### config.mk
export PLATFORM = sky130hd
export DESIGN_NAME = fenwick_range_ctrl
export DESIGN_NICKNAME = d
export VERILOG_FILES = /design/src/rtl/fenwick_range_ctrl_pkg.sv /design/src/rtl/fenwick_range_ctrl.sv
export SDC_FILE = /design/constraint.sdc
export NUM_CORES = 1
export LEC_CHECK = 0
export CORE_ASPECT_RATIO = 0.5
export CORE_MARGIN = 3
export CORE_UTILIZATION = 37
export CTS_BUF_LIST = sky130_fd_sc_hd__clkbuf_2 sky130_fd_sc_hd__clkbuf_4 sky130_fd_sc_hd__clkbuf_8
export DETAILED_ROUTE_END_ITERATION = 6
export MAX_ROUTING_LAYER = met4
export PLACE_DENSITY = 0.7
export SLEW_MARGIN = 0
export SYNTH_ARGS = -nofsm -noshare
export SYNTH_HDL_FRONTEND = slang
export SYNTH_SLANG_ARGS = --single-unit
### constraint.sdc
create_clock -name clk -period 2.6 [get_ports clk]
set_clock_uncertainty 0.1 [all_clocks]
set_input_delay 0.26 -clock clk [delete_from_list [all_inputs] [get_ports clk]]
set_output_delay 0.26 -clock clk [all_outputs]
set_load 0.02 [all_outputs]
### src/rtl/fenwick_range_ctrl_pkg.sv
// Shared constants for the FENWICK range-XOR front-end: tree opcodes, request ops
// and the one-hot state encoding.
package fenwick_range_ctrl_pkg;

  localparam logic [1:0] FW_UPD = 2'b00;
  localparam logic [1:0] FW_QLD = 2'b11;
  localparam logic [1:0] FW_QRD = 2'b01;

  localparam logic OP_UPD = 1'b0;
  localparam logic OP_RNG = 1'b1;

  localparam int NUM_ST = 7;
  typedef logic [NUM_ST-1:0] state_t;

  localparam state_t ST_IDLE  = 7'b0000001;
  localparam state_t ST_UPD   = 7'b0000010;
  localparam state_t ST_Q1_LD = 7'b0000100;
  localparam state_t ST_Q1_RD = 7'b0001000;
  localparam state_t ST_Q2_LD = 7'b0010000;
  localparam state_t ST_Q2_RD = 7'b0100000;
  localparam state_t ST_RESP  = 7'b1000000;

endpackage

### src/rtl/fenwick_range_ctrl.sv
// Command front-end for the FENWICK 1-bit XOR tree: point updates and range-XOR
// queries computed as prefix(r) ^ prefix(l-1), all outputs registered.
module fenwick_range_ctrl
  import fenwick_range_ctrl_pkg::*;
#(
  parameter int IDX_W = 3
) (
  input  logic             clk,
  input  logic             reset,
  input  logic             req_valid,
  output logic             req_ready,
  input  logic             req_op,
  input  logic [IDX_W-1:0] req_l,
  input  logic [IDX_W-1:0] req_r,
  input  logic             req_val,
  output logic             resp_valid,
  input  logic             resp_ready,
  output logic             resp_data,
  output logic             resp_err,
  output logic [1:0]       fw_inst,
  output logic [IDX_W-1:0] fw_idx,
  output logic             fw_val,
  input  logic             fw_rangexor
);

  state_t           state, nxt;
  logic [IDX_W-1:0] l_q, r_q, l_dec;
  logic             acc, acc_d;
  logic             accept;

  logic [1:0]       inst_d;
  logic [IDX_W-1:0] idx_d;
  logic             val_d, rv_d, rd_d, re_d, rr_d;

  // req_ready is registered high exactly while in IDLE
  assign accept = req_valid & req_ready;
  // only consumed in Q2 states, which are reached solely when l > 0
  assign l_dec  = l_q - IDX_W'(1);

  always_ff @(posedge clk or negedge reset) begin
    if (!reset) state <= ST_IDLE;
    else        state <= nxt;
  end

  always_comb begin
    nxt = ST_IDLE;
    case (state)
      ST_IDLE: begin
        nxt = ST_IDLE;
        if (req_valid) begin
          if (req_op == OP_UPD)   nxt = ST_UPD;
          else if (req_l <= req_r) nxt = ST_Q1_LD;
          else                    nxt = ST_RESP;
        end
      end
      ST_UPD:   nxt = ST_IDLE;
      ST_Q1_LD: nxt = ST_Q1_RD;
      ST_Q1_RD: nxt = (l_q == '0) ? ST_RESP : ST_Q2_LD;
      ST_Q2_LD: nxt = ST_Q2_RD;
      ST_Q2_RD: nxt = ST_RESP;
      ST_RESP:  nxt = resp_ready ? ST_IDLE : ST_RESP;
      default:  nxt = ST_IDLE;
    endcase
  end

  // Output D-values are derived from the next state so every pin is a flop.
  always_comb begin
    acc_d  = acc;
    inst_d = FW_UPD;
    idx_d  = '0;
    val_d  = 1'b0;
    rv_d   = 1'b0;
    rd_d   = 1'b0;
    re_d   = 1'b0;
    rr_d   = 1'b0;
    case (state)
      ST_IDLE:  if (accept) acc_d = 1'b0;
      ST_Q1_RD: acc_d = fw_rangexor;
      ST_Q2_RD: acc_d = acc ^ fw_rangexor;
      default:  acc_d = acc;
    endcase
    case (nxt)
      ST_IDLE:  rr_d = 1'b1;
      ST_UPD: begin
        idx_d = req_l;
        val_d = req_val;
      end
      ST_Q1_LD: begin
        inst_d = FW_QLD;
        idx_d  = req_r;
      end
      ST_Q1_RD: begin
        inst_d = FW_QRD;
        idx_d  = r_q;
      end
      ST_Q2_LD: begin
        inst_d = FW_QLD;
        idx_d  = l_dec;
      end
      ST_Q2_RD: begin
        inst_d = FW_QRD;
        idx_d  = l_dec;
      end
      ST_RESP: begin
        rv_d = 1'b1;
        rd_d = acc_d;
        re_d = (state == ST_IDLE) | ((state == ST_RESP) & resp_err);
      end
      default: rr_d = 1'b0;
    endcase
  end

  always_ff @(posedge clk or negedge reset) begin
    if (!reset) begin
      l_q        <= '0;
      r_q        <= '0;
      acc        <= 1'b0;
      req_ready  <= 1'b1;
      resp_valid <= 1'b0;
      resp_data  <= 1'b0;
      resp_err   <= 1'b0;
      fw_inst    <= FW_UPD;
      fw_idx     <= '0;
      fw_val     <= 1'b0;
    end else begin
      if (accept) begin
        l_q <= req_l;
        r_q <= req_r;
      end
      acc        <= acc_d;
      req_ready  <= rr_d;
      resp_valid <= rv_d;
      resp_data  <= rd_d;
      resp_err   <= re_d;
      fw_inst    <= inst_d;
      fw_idx     <= idx_d;
      fw_val     <= val_d;
    end
  end

endmodule

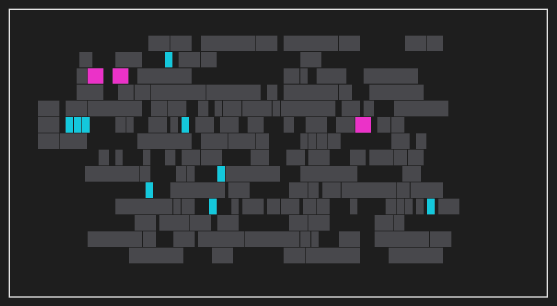
*Gate families picked out*
Scale: 6 px per µm.
non-inverting ao/oa cells -> magenta  # cells 3, most used o21a_1
inv cells -> cyan  # cells 9, most used inv_1
Layout Cells excl Fill: 185
Comb area share: 0.388

==> flow_summary.json <==
{
  "cts-root-buf": "clkbuf_8",
  "clk_pin_slew_ns": 0.08,
  "fmax_mhz": 475,
  "yosysTopAreaCell": "dfrtp_1",
  "die_area_um2": 4270,
  "edf_count": 0,
  "cp.arrival_ns": 2.19,
  "ir_drop_v": 0.000298,
  "die_w_um": 89.4,
  "ys_seq_elements": 24,
  "placementRows": 14,
  "ys_seq_frac": 0.468,
  "p_leak_nw": 0.658,
  "pwr-share-clk": 0.179,
  "combPwrFrac": 0.382,
  "grt-ovfl-total": 0,
  "hpwl_mm": 2.11,
  "core-area_um2": 3150,
  "yosys-top-cells-area": "dfrtp_1 (43%), ha_1 (4.9%), dfstp_2 (4.1%), nand2_1 (3.5%), o21ai_0 (3.1%)",
  "power.switching_mw": 0.456,
  "slew_headroom": 0.604,
  "drv_slew": 0,
  "final_hold_viol_count": 0,
  "gp_congestion": 0.849,
  "io_pins": 23,
  "synth_cell_types": 42,
  "ys_cells": 126,
  "drtIter0Drc": 48,
  "p_int_mw": 0.785,
  "rsz0062_at_grt": "false",
  "outcome": "finished, final reports clean",
  "antenna_left": 0,
  "flop_cell": "dfrtp_1",
  "warnings": 26,
  "syn_inst": 126,
  "period_needed_ns": 2.11,
  "cts_tree": "done",
  "avgSynthCellArea_um2": 10.2,
  "grt_pass1_vias": 931,
  "async_flop_share": 1.00,
  "critPathCaptureType": "flip-flop",
  "num_antenna_cells": 0,
  "vias_per_cell": 5.49,
  "cp_max_fo": 4,
  "initial_utilization": 0.408,
  "cts-resized-gates": 0,
  "final_cell_mix": "dfrtp_1 (22), clkdlybuf4s50_1 (22), nand2_1 (12), inv_1 (9), o21ai_0 (8)"
}
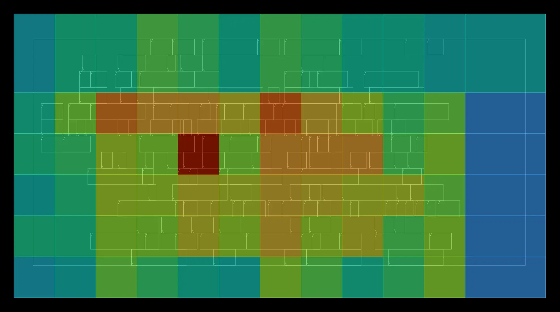
*Congestion heat map*
Core Util, Final: 0.496
GR Util met3: 0.0395
wire per inst: 14.4 µm
total track usage: 0.148
busiest grt layer: met2

Yosys cell counts (4+ instances only):
master,number
nand2_1,12
o21ai_0,8
nor2_1,5
nor3_1,4
or3b_2,4
o31ai_1,4
ha_1,5
dfrtp_1,22
inv_1,9
worst max-delay path: stages (launching register included):
cell and delay [ns]:
dfrtp_1 0.35, inv_1 0.06, ha_1 0.19, ha_1 0.20
or3b_2 0.52, a2111oi_0 0.43, a221oi_1 0.09, o31ai_1 0.09
sequential cells by signal, summed over array words and instances, names as in the netlist:
register    cells
resp_valid      1
fw_inst         2
l_q             3
acc             1
state           7
resp_err        1
req_ready       1
fw_val          1
r_q             3
resp_data       1
fw_idx          3
logic make-up after synthesis:
logic type / share of synthesized area
fa+ha+maj: 0.0486
xor+xnor: 0.0136
buf+inv: 0.0602
simple gates: 0.219
mux: 0.00777
flops: 0.468
compound gates: 0.183
final cells by class:
cell class,count,area (µm²),area share
well taps,40,50.0,0.0320
flip-flops and latches,24,603,0.386
repair buffers,23,228,0.146
multi-input cells,86,607,0.388
clock buffers,3,41.3,0.0264
inverters,9,33.8,0.0216
per-stage QoR:
step / std cells / setup slack, ns / total power, mW / area (µm²)
6_report: 185 / 0.494 / 1.24 / 1560
5_1_grt: 185 / 0.335 / 1.34 / 1560
4_1_cts: 185 / 0.464 / 1.25 / 1560
3_5_place_dp: 182 / 0.438 / 1.03 / 1520
3_3_place_gp: 182 / 0.451 / 1.02 / 1520
2_1_floorplan: 126 / 0.675 / 0.880 / 1290
power by group through the flow:
stage,logic (mW),registers [mW],clock network (mW)
5_1_grt,0.529,0.562,0.247
6_report,0.474,0.546,0.222
3_5_place_dp,0.476,0.553,0
2_1_floorplan,0.311,0.570,0
3_3_place_gp,0.472,0.550,0
4_1_cts,0.477,0.546,0.228
per-layer routing:
metal	wire length [µm]	up-vias
li1	-	504
met1	1360	482
met2	1140	26
met3	148	3
met4	24	0
met5	0	-
path summary, 6_finish.rpt:
kind	end	slack, ns	cells after the start
max	fw_idx[0]	0.49	7
min	state[2]	0.24	2
max reg2reg	fw_idx[0]	0.49	7
min reg2reg	r_q[2]	0.39	2
max in group asynchronous	state[0]	1.87	2
min in group clk	r_q[2]	0.39	2
Power figures rest on the tool's default switching activity, not on a simulated workload.
